$ cat config.mk
export PLATFORM = sky130hd
export DESIGN_NAME = alu_writeback
export DESIGN_NICKNAME = d
export VERILOG_FILES = /design/src/rtl/alu_pkg.sv /design/src/rtl/alu_writeback_regfile.sv /design/src/rtl/alu_writeback.sv
export SDC_FILE = /design/constraint.sdc
export NUM_CORES = 2
export LEC_CHECK = 0
export CORE_MARGIN = 2
export CORE_UTILIZATION = 60
export CTS_BUF_LIST = sky130_fd_sc_hd__clkbuf_2
export CTS_CLUSTER_DIAMETER = 30
export DETAILED_ROUTE_END_ITERATION = 8
export HOLD_SLACK_MARGIN = 0.12
export PLACE_DENSITY = 0.87
export SLEW_MARGIN = 20
export SYNTH_ARGS = -nofsm -noshare
export SYNTH_HDL_FRONTEND = slang
export SYNTH_HIERARCHICAL = 1
export SYNTH_SLANG_ARGS = --single-unit
$ cat constraint.sdc
create_clock -name clk -period 4.4 [get_ports clk]
set_input_delay 0.88 -clock clk [delete_from_list [all_inputs] [get_ports clk]]
set_output_delay 0.88 -clock clk [all_outputs]
set_load 0.02 [all_outputs]
$ cat src/rtl/alu_pkg.sv
// Shared definitions for the ALU write-back stage: opcodes, FSM states and
// opcode classification helpers.
package alu_pkg;

  localparam int unsigned DATA_W = 16;
  localparam int unsigned ADDR_W = 6;
  localparam int unsigned NREGS  = 64;
  localparam int unsigned OP_W   = 6;

  localparam logic [OP_W-1:0] OP_MOV   = 6'b000000;
  localparam logic [OP_W-1:0] OP_LOAD  = 6'b000010;
  localparam logic [OP_W-1:0] OP_STORE = 6'b000011;
  localparam logic [OP_W-1:0] OP_ADD   = 6'b000100;
  localparam logic [OP_W-1:0] OP_MUL   = 6'b000111;
  localparam logic [OP_W-1:0] OP_LRSH  = 6'b010000;

  typedef enum logic [1:0] {
    IDLE     = 2'd0,
    WRITE    = 2'd1,
    WRITE_HI = 2'd2
  } wb_state_t;

  // ADD..LRSH form one contiguous opcode range that commits to the register file.
  function automatic logic op_writes(input logic [OP_W-1:0] opcode);
    return (opcode >= OP_ADD) && (opcode <= OP_LRSH);
  endfunction

  function automatic logic op_is_mul(input logic [OP_W-1:0] opcode);
    return opcode == OP_MUL;
  endfunction

endpackage

$ cat src/rtl/alu_writeback_regfile.sv
// 64 x 16 general register file: two asynchronous read ports, one synchronous
// write port, asynchronous active-low clear of the whole array.
module regfile_64x16
  import alu_pkg::*;
#(
  parameter int unsigned DATA_W = 16,
  parameter int unsigned ADDR_W = 6,
  parameter int unsigned NREGS  = 64
) (
  input  logic              clk,
  input  logic              rst_n,
  input  logic              we,
  input  logic [ADDR_W-1:0] waddr,
  input  logic [DATA_W-1:0] wdata,
  input  logic [ADDR_W-1:0] raddr_a,
  input  logic [ADDR_W-1:0] raddr_b,
  output logic [DATA_W-1:0] rdata_a,
  output logic [DATA_W-1:0] rdata_b
);

  logic [DATA_W-1:0] mem [NREGS];

  always_ff @(posedge clk or negedge rst_n) begin
    if (!rst_n) begin
      for (int unsigned i = 0; i < NREGS; i++) begin
        mem[i] <= '0;
      end
    end else if (we) begin
      mem[waddr] <= wdata;
    end
  end

  assign rdata_a = mem[raddr_a];
  assign rdata_b = mem[raddr_b];

endmodule

$ cat src/rtl/alu_writeback.sv
// ALU write-back stage: latches one ALU result per handshake and commits it to
// the shared register file (MUL takes two cycles). Optional macro ALU_WB_BYPASS_EN
// forwards the in-flight write to the read ports.
module alu_writeback
  import alu_pkg::*;
#(
  parameter int unsigned DATA_W = 16,
  parameter int unsigned ADDR_W = 6,
  parameter int unsigned NREGS  = 64
) (
  input  logic                clk,
  input  logic                rst_n,
  input  logic                in_valid,
  output logic                in_ready,
  input  logic [5:0]          in_opcode,
  input  logic [2*DATA_W-1:0] in_result,
  input  logic [ADDR_W-1:0]   in_rdst1,
  input  logic [ADDR_W-1:0]   in_rdst2,
  input  logic [ADDR_W-1:0]   rd_addr_a,
  input  logic [ADDR_W-1:0]   rd_addr_b,
  output logic [DATA_W-1:0]   rd_data_a,
  output logic [DATA_W-1:0]   rd_data_b,
  output logic                wb_valid,
  output logic [ADDR_W-1:0]   wb_addr,
  output logic [DATA_W-1:0]   wb_data
);

  wb_state_t           state;
  logic [5:0]          op_q;
  logic [2*DATA_W-1:0] result_q;
  logic [ADDR_W-1:0]   rdst1_q;
  logic [ADDR_W-1:0]   rdst2_q;
  logic                accept;
  logic [DATA_W-1:0]   arr_a;
  logic [DATA_W-1:0]   arr_b;

  always_comb begin
    in_ready = 1'b0;
    case (state)
      IDLE:     in_ready = 1'b1;
      WRITE:    in_ready = !op_is_mul(op_q);
      WRITE_HI: in_ready = 1'b1;
      default:  in_ready = 1'b0;
    endcase
  end

  assign accept = in_valid && in_ready;

  // Non-writing opcodes are still latched on accept, but steer back to IDLE.
  always_ff @(posedge clk or negedge rst_n) begin
    if (!rst_n) begin
      state    <= IDLE;
      op_q     <= '0;
      result_q <= '0;
      rdst1_q  <= '0;
      rdst2_q  <= '0;
    end else begin
      if (accept) begin
        op_q     <= in_opcode;
        result_q <= in_result;
        rdst1_q  <= in_rdst1;
        rdst2_q  <= in_rdst2;
      end
      case (state)
        IDLE: begin
          if (accept && op_writes(in_opcode)) state <= WRITE;
        end
        WRITE: begin
          if (op_is_mul(op_q))                     state <= WRITE_HI;
          else if (accept && op_writes(in_opcode)) state <= WRITE;
          else                                     state <= IDLE;
        end
        WRITE_HI: begin
          if (accept && op_writes(in_opcode)) state <= WRITE;
          else                                state <= IDLE;
        end
        default: state <= IDLE;
      endcase
    end
  end

  always_comb begin
    wb_valid = 1'b0;
    wb_addr  = '0;
    wb_data  = '0;
    case (state)
      WRITE: begin
        wb_valid = 1'b1;
        wb_addr  = rdst1_q;
        wb_data  = result_q[DATA_W-1:0];
      end
      WRITE_HI: begin
        wb_valid = 1'b1;
        wb_addr  = rdst2_q;
        wb_data  = result_q[2*DATA_W-1:DATA_W];
      end
      default: ;
    endcase
  end

  regfile_64x16 #(
    .DATA_W (DATA_W),
    .ADDR_W (ADDR_W),
    .NREGS  (NREGS)
  ) u_regfile (
    .clk     (clk),
    .rst_n   (rst_n),
    .we      (wb_valid),
    .waddr   (wb_addr),
    .wdata   (wb_data),
    .raddr_a (rd_addr_a),
    .raddr_b (rd_addr_b),
    .rdata_a (arr_a),
    .rdata_b (arr_b)
  );

`ifdef ALU_WB_BYPASS_EN
  assign rd_data_a = (wb_valid && (wb_addr == rd_addr_a)) ? wb_data : arr_a;
  assign rd_data_b = (wb_valid && (wb_addr == rd_addr_b)) ? wb_data : arr_b;
`else
  assign rd_data_a = arr_a;
  assign rd_data_b = arr_b;
`endif

endmodule

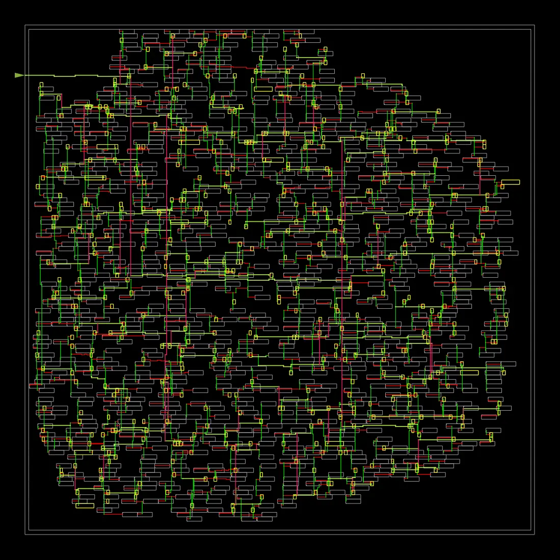
*Clock routing*
sequential cell count: 1076
Sink Count: 1076
CLK BUF: 396

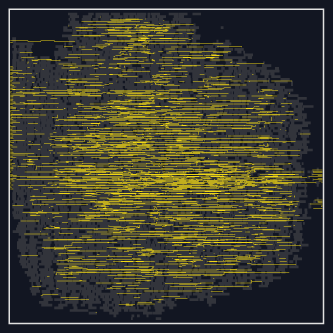
*Met3 routing*
Drawn at 1 px/um. Cells faint in the background.
nets with wire on the layer = 845
main direction = horizontal

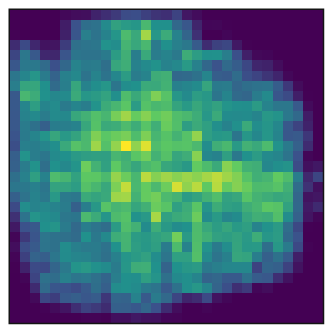
*Wire density map*
Drawn at 1 px/um. 31 x 31 tiles, from dark purple (low) to yellow (high), scaled to the fullest tile. Values are wire area over tile area, all layers added.
fullest tile = 0.86
tiles over half the peak = 37%
emptiest ninth of the die = top right

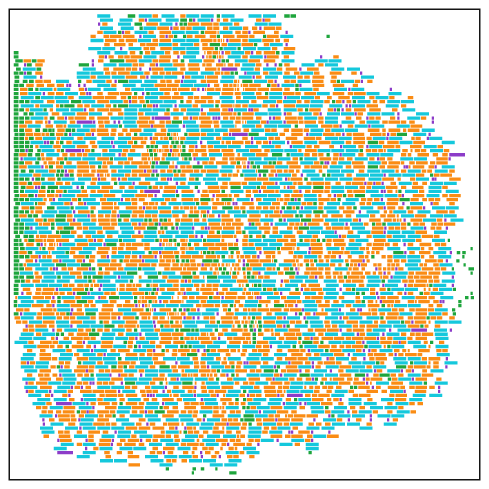
*Cell classes on the final placement*
Drawn at 1.5 px/um.
purple -> clock drivers and dummy loads  # cells 482, share of their area 4.0%
cyan -> flip-flops  # cells 1076, share of their area 42%
orange -> all other logic  # cells 2252, share of their area 46%
green -> other buffers and delay cells  # cells 581, share of their area 8.7%

==> run summary <==
run metrics: mux frac, synth=44.1%, num rows=113, hold path endpoint=state[1], violated checks=negative setup slack, Clk pwr share=34.0%, main flop type after synthesis=dfrtp_1, Setup Viol. Count Final=5, grt met1 use=45.7%, CP Launch Point=u_regfile/mem[704], Die X=313 um, # diodes=2, maximum VDD drop=0.422 mV, leading power group=sequential cells, Reg with most FFs=u_regfile/mem, Max-area cell class=multi-input combinational cells, fin area=66300 sq um, Simple-Gate Area Share=2.26%, most frequent cells in the layout=1076 x dfrtp_1, 1024 x mux2_2, 505 x mux4_2, 398 x clkbuf_2, 353 x buf_4, power per standard cell area=328 nW/um^2, Hold Path Depth=4, Synth Area in XOR/XNOR=0%, setup tns final=-376 ps, DRT iter0 DRCs=4536, result of the run=complete, but fails checks, Startpoint Class=register, H-tree depth=5, setup ws final=-119 ps, max reg flops=1024, CP Class=register to output pin, vias=39900, Hold Path Class=input port to register, via/cell ratio=7.06
Power and IR drop assume default switching activity.
